===== src/rtl/buzzer_alarm_ctrl.sv =====
// Alarm tone generator: beeps the buzzer in an ON/OFF pattern for a programmed
// number of tick_1hz pulses, then pulses done. stop aborts silently.
module buzzer_alarm_ctrl #(
    parameter int DUR_W    = 6,
    parameter int ON_SEC   = 1,
    parameter int OFF_SEC  = 1,
    parameter int TONE_DIV = 1
) (
    input  logic             clk,
    input  logic             rst_n,
    input  logic             tick_1hz,
    input  logic             tick_1k,
    input  logic             start,
    input  logic             stop,
    input  logic [DUR_W-1:0] alarm_dur,
    output logic             buzzer,
    output logic             busy,
    output logic             done
);

    localparam int PH_MAX = (ON_SEC > OFF_SEC) ? ON_SEC : OFF_SEC;
    localparam int PH_W   = $clog2(PH_MAX + 1);
    localparam int TN_W   = $clog2(TONE_DIV + 1);

    localparam logic [PH_W-1:0] ON_LAST   = PH_W'(ON_SEC - 1);
    localparam logic [PH_W-1:0] OFF_LAST  = PH_W'(OFF_SEC - 1);
    localparam logic [TN_W-1:0] TONE_LAST = TN_W'(TONE_DIV - 1);

    typedef enum logic [1:0] {
        S_IDLE,
        S_ON,
        S_OFF
    } state_t;

    state_t            state_q, state_d;
    logic [DUR_W-1:0]  rem_q, rem_d;
    logic [PH_W-1:0]   phase_q, phase_d;
    logic [TN_W-1:0]   tone_q, tone_d;
    logic              buz_q, buz_d;
    logic              busy_q, busy_d;
    logic              done_q, done_d;

    always_ff @(posedge clk or negedge rst_n) begin
        if (!rst_n) begin
            state_q <= S_IDLE;
            rem_q   <= '0;
            phase_q <= '0;
            tone_q  <= '0;
            buz_q   <= 1'b0;
            busy_q  <= 1'b0;
            done_q  <= 1'b0;
        end else begin
            state_q <= state_d;
            rem_q   <= rem_d;
            phase_q <= phase_d;
            tone_q  <= tone_d;
            buz_q   <= buz_d;
            busy_q  <= busy_d;
            done_q  <= done_d;
        end
    end

    always_comb begin
        state_d = state_q;
        rem_d   = rem_q;
        phase_d = phase_q;
        tone_d  = tone_q;
        buz_d   = buz_q;
        done_d  = 1'b0;

        if (stop) begin
            state_d = S_IDLE;
            rem_d   = '0;
            phase_d = '0;
            tone_d  = '0;
            buz_d   = 1'b0;
        end else if (start && (alarm_dur != '0)) begin
            state_d = S_ON;
            rem_d   = alarm_dur;
            phase_d = '0;
            tone_d  = '0;
            buz_d   = 1'b0;
        end else begin
            case (state_q)
                S_IDLE: begin
                    buz_d = 1'b0;
                end
                S_ON: begin
                    if (tick_1k) begin
                        if (tone_q == TONE_LAST) begin
                            tone_d = '0;
                            buz_d  = ~buz_q;
                        end else begin
                            tone_d = tone_q + TN_W'(1);
                        end
                    end
                    // A second boundary overrides any tone toggle in the same cycle
                    if (tick_1hz) begin
                        if (rem_q != '0) rem_d = rem_q - DUR_W'(1);
                        if (rem_q == DUR_W'(1)) begin
                            state_d = S_IDLE;
                            done_d  = 1'b1;
                            buz_d   = 1'b0;
                            phase_d = '0;
                            tone_d  = '0;
                        end else if (phase_q == ON_LAST) begin
                            state_d = S_OFF;
                            phase_d = '0;
                            buz_d   = 1'b0;
                            tone_d  = '0;
                        end else begin
                            phase_d = phase_q + PH_W'(1);
                        end
                    end
                end
                S_OFF: begin
                    buz_d = 1'b0;
                    if (tick_1hz) begin
                        if (rem_q != '0) rem_d = rem_q - DUR_W'(1);
                        if (rem_q == DUR_W'(1)) begin
                            state_d = S_IDLE;
                            done_d  = 1'b1;
                            phase_d = '0;
                            tone_d  = '0;
                        end else if (phase_q == OFF_LAST) begin
                            state_d = S_ON;
                            phase_d = '0;
                            tone_d  = '0;
                        end else begin
                            phase_d = phase_q + PH_W'(1);
                        end
                    end
                end
                default: begin
                    state_d = S_IDLE;
                    buz_d   = 1'b0;
                end
            endcase
        end

        busy_d = (state_d != S_IDLE);
    end

    assign buzzer = buz_q;
    assign busy   = busy_q;
    assign done   = done_q;

endmodule


===== config.mk =====
export PLATFORM = sky130hd
export DESIGN_NAME = buzzer_alarm_ctrl
export DESIGN_NICKNAME = d
export VERILOG_FILES = /design/src/rtl/buzzer_alarm_ctrl.sv
export SDC_FILE = /design/constraint.sdc
export NUM_CORES = 1
export LEC_CHECK = 0
export CAP_MARGIN = 10
export CORE_MARGIN = 3
export CORE_UTILIZATION = 49
export DETAILED_ROUTE_END_ITERATION = 8
export MAX_ROUTING_LAYER = met4
export PLACE_DENSITY = 0.84
export SYNTH_ARGS = -nofsm -noshare
export SYNTH_HDL_FRONTEND = slang
export SYNTH_SLANG_ARGS = --single-unit
export TNS_END_PERCENT = 20

===== constraint.sdc =====
create_clock -name clk -period 2.1 [get_ports clk]
set_input_delay 0.315 -clock clk [delete_from_list [all_inputs] [get_ports clk]]
set_output_delay 0.315 -clock clk [all_outputs]
set_load 0.02 [all_outputs]

==> deck_impl_summary.md <==
Run Summary

Timing
  – Setup skew after layout: approximately 0.0038 ns
  – Top achievable clock speed: 0.547 GHz
  – Final Hold Violation Tally: 0
  – Slew Viols, Final: 0
  – RSZ-0062 raised after global routing: false

Critical path
  – Critical path, cell by cell: clkdlybuf4s50_1 -> or4_4 -> o31ai_4 -> buf_4 -> nor2_1 -> a211oi_1
  – Worst path max stage delay: 0.55 ns

Logic synthesis
  – Adder-Cell Fraction of Synth Area: 0.104
  – Number of distinct standard cells referenced by the synthesized netlist: 31
  – Most common flop cell mapped by yosys: dfrtp_1

Place
  – Number of port buffers: 14
  – Routability congestion estimate from global placement: 0.814

Layout
  – Syn-to-layout area delta: 25.0%
  – Share of final-layout standard cells stronger than drive strength 1: 0.0870
  – Highest-count cells in the layout ignoring fill and taps: clkdlybuf4s50_1 (14), dfrtp_1 (11), nor2_1 (9)

Route
  – Wire length per cell after detailed routing: 12.8 um
  – WL met3: 83 um

Run status
  – Result of the run: completed

Min path
  – Worst min path class: primary input to async pin

Run
  – Maximum capacitance violations: 0

Clock tree
  – Buffers from clock root to sink, at most: 2
  – TritonCTS clock tree: built

Power
  – Part of the power in combinational logic: 0.241
-- worst paths after layout --
path	cells past startpoint	from	slack (ns)	end
setup / recovery	6	alarm_dur[3]	0.27	rem_q[3]
hold / removal	1	rst_n	0.38	rem_q[2]
setup reg to reg	6	state_q[0]	0.37	rem_q[1]
hold reg to reg	2	buzzer	0.59	buzzer
max in group asynchronous	1	rst_n	1.37	rem_q[0]
min in group clk	2	buzzer	0.59	buzzer
-- stage by stage --
step,area [um^2],hold slack (ns),setup TNS [ns],utilization,worst slack [ns]
2_1_floorplan,724,0.0194,0,-,0.474
3_3_place_gp,880,0.577,0,0.652,0.00823
3_5_place_dp,880,0.581,-0.0378,0.652,-0.0230
4_1_cts,906,0.397,0,0.671,0.266
5_1_grt,906,0.417,0,0.671,0.170
6_report,906,0.385,0,0.671,0.273
-- kinds of logic (layout without fill, tap and decap cells) --
| group | after synthesis | in the layout |
|---|---|---|
| flops | 11 | 11 |
| xor+xnor | 2 | 2 |
| mux | 4 | 4 |
| buf+inv | 6 | 24 |
| fa+ha+maj | 6 | 6 |
| simple gates | 30 | 30 |
| compound gates | 15 | 15 |
-- state kept, by name (all words and copies together), names as in the netlist --
signal / cells
rem_q: 6
busy: 1
state_q: 2
done: 1
buzzer: 1
-- per-layer routing --
layer | global-route usage | vias up
li1 | - | 306
met5 | - | -
met3 | 0.0488 | 4
met1 | 0.217 | 280
met4 | 0.0723 | 0
met2 | 0.276 | 21
-- final cells by class --
| cell class | count | area share |
|---|---|---|
| Clock buffer | 4 | 0.0290 |
| Sequential cell | 11 | 0.304 |
| Inverter | 5 | 0.0207 |
| Multi-Input combinational cell | 57 | 0.463 |
| Tap cell | 15 | 0.0207 |
| Timing Repair Buffer | 15 | 0.163 |
Fig. 1: floorplan with the power grid
Scale: 8 px per um. Pins as bars on the die edge.
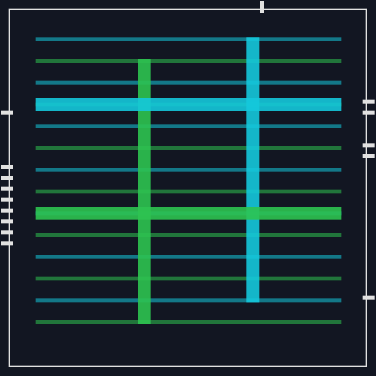
colour	net
cyan	VDD
green	VSS
met1 rails	14
rows	13
signal pins	15

Fig. 2: cell classes on the final placement
Scale: 6 px per um. Fill, decap, tap and diode cells in grey.
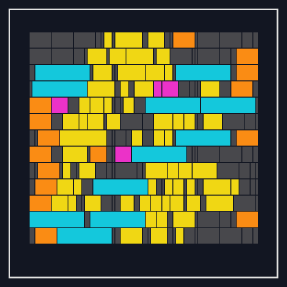
colour	class	cells
cyan	registers	11
orange	remaining buffers and delay cells	15
yellow	remaining logic cells	62
magenta	clock drivers and dummy loads	4

Fig. 3: clock network drawn from the DEF
Scale: 12 px per um.
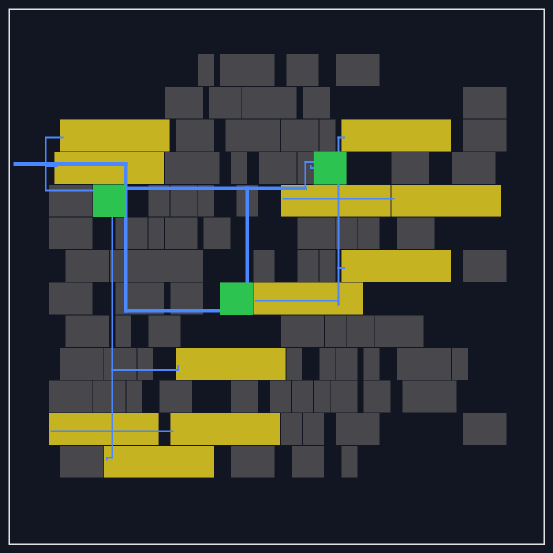
[yellow] flip-flops | count: 11
[green] clock-net drivers | count: 3
[blue] clock wires | length: 146 um
routed clock nets	4

Fig. 4: signal wires by layer
Scale: 8 px per um. Only two layers are drawn.
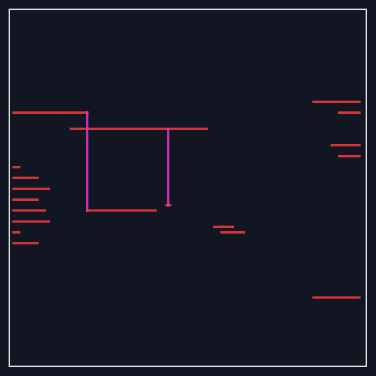
colour	layer	wire length
magenta	M4	21.8 um
red	M3	83.0 um

Power figures rest on the tool's default switching activity, not on a simulated workload.
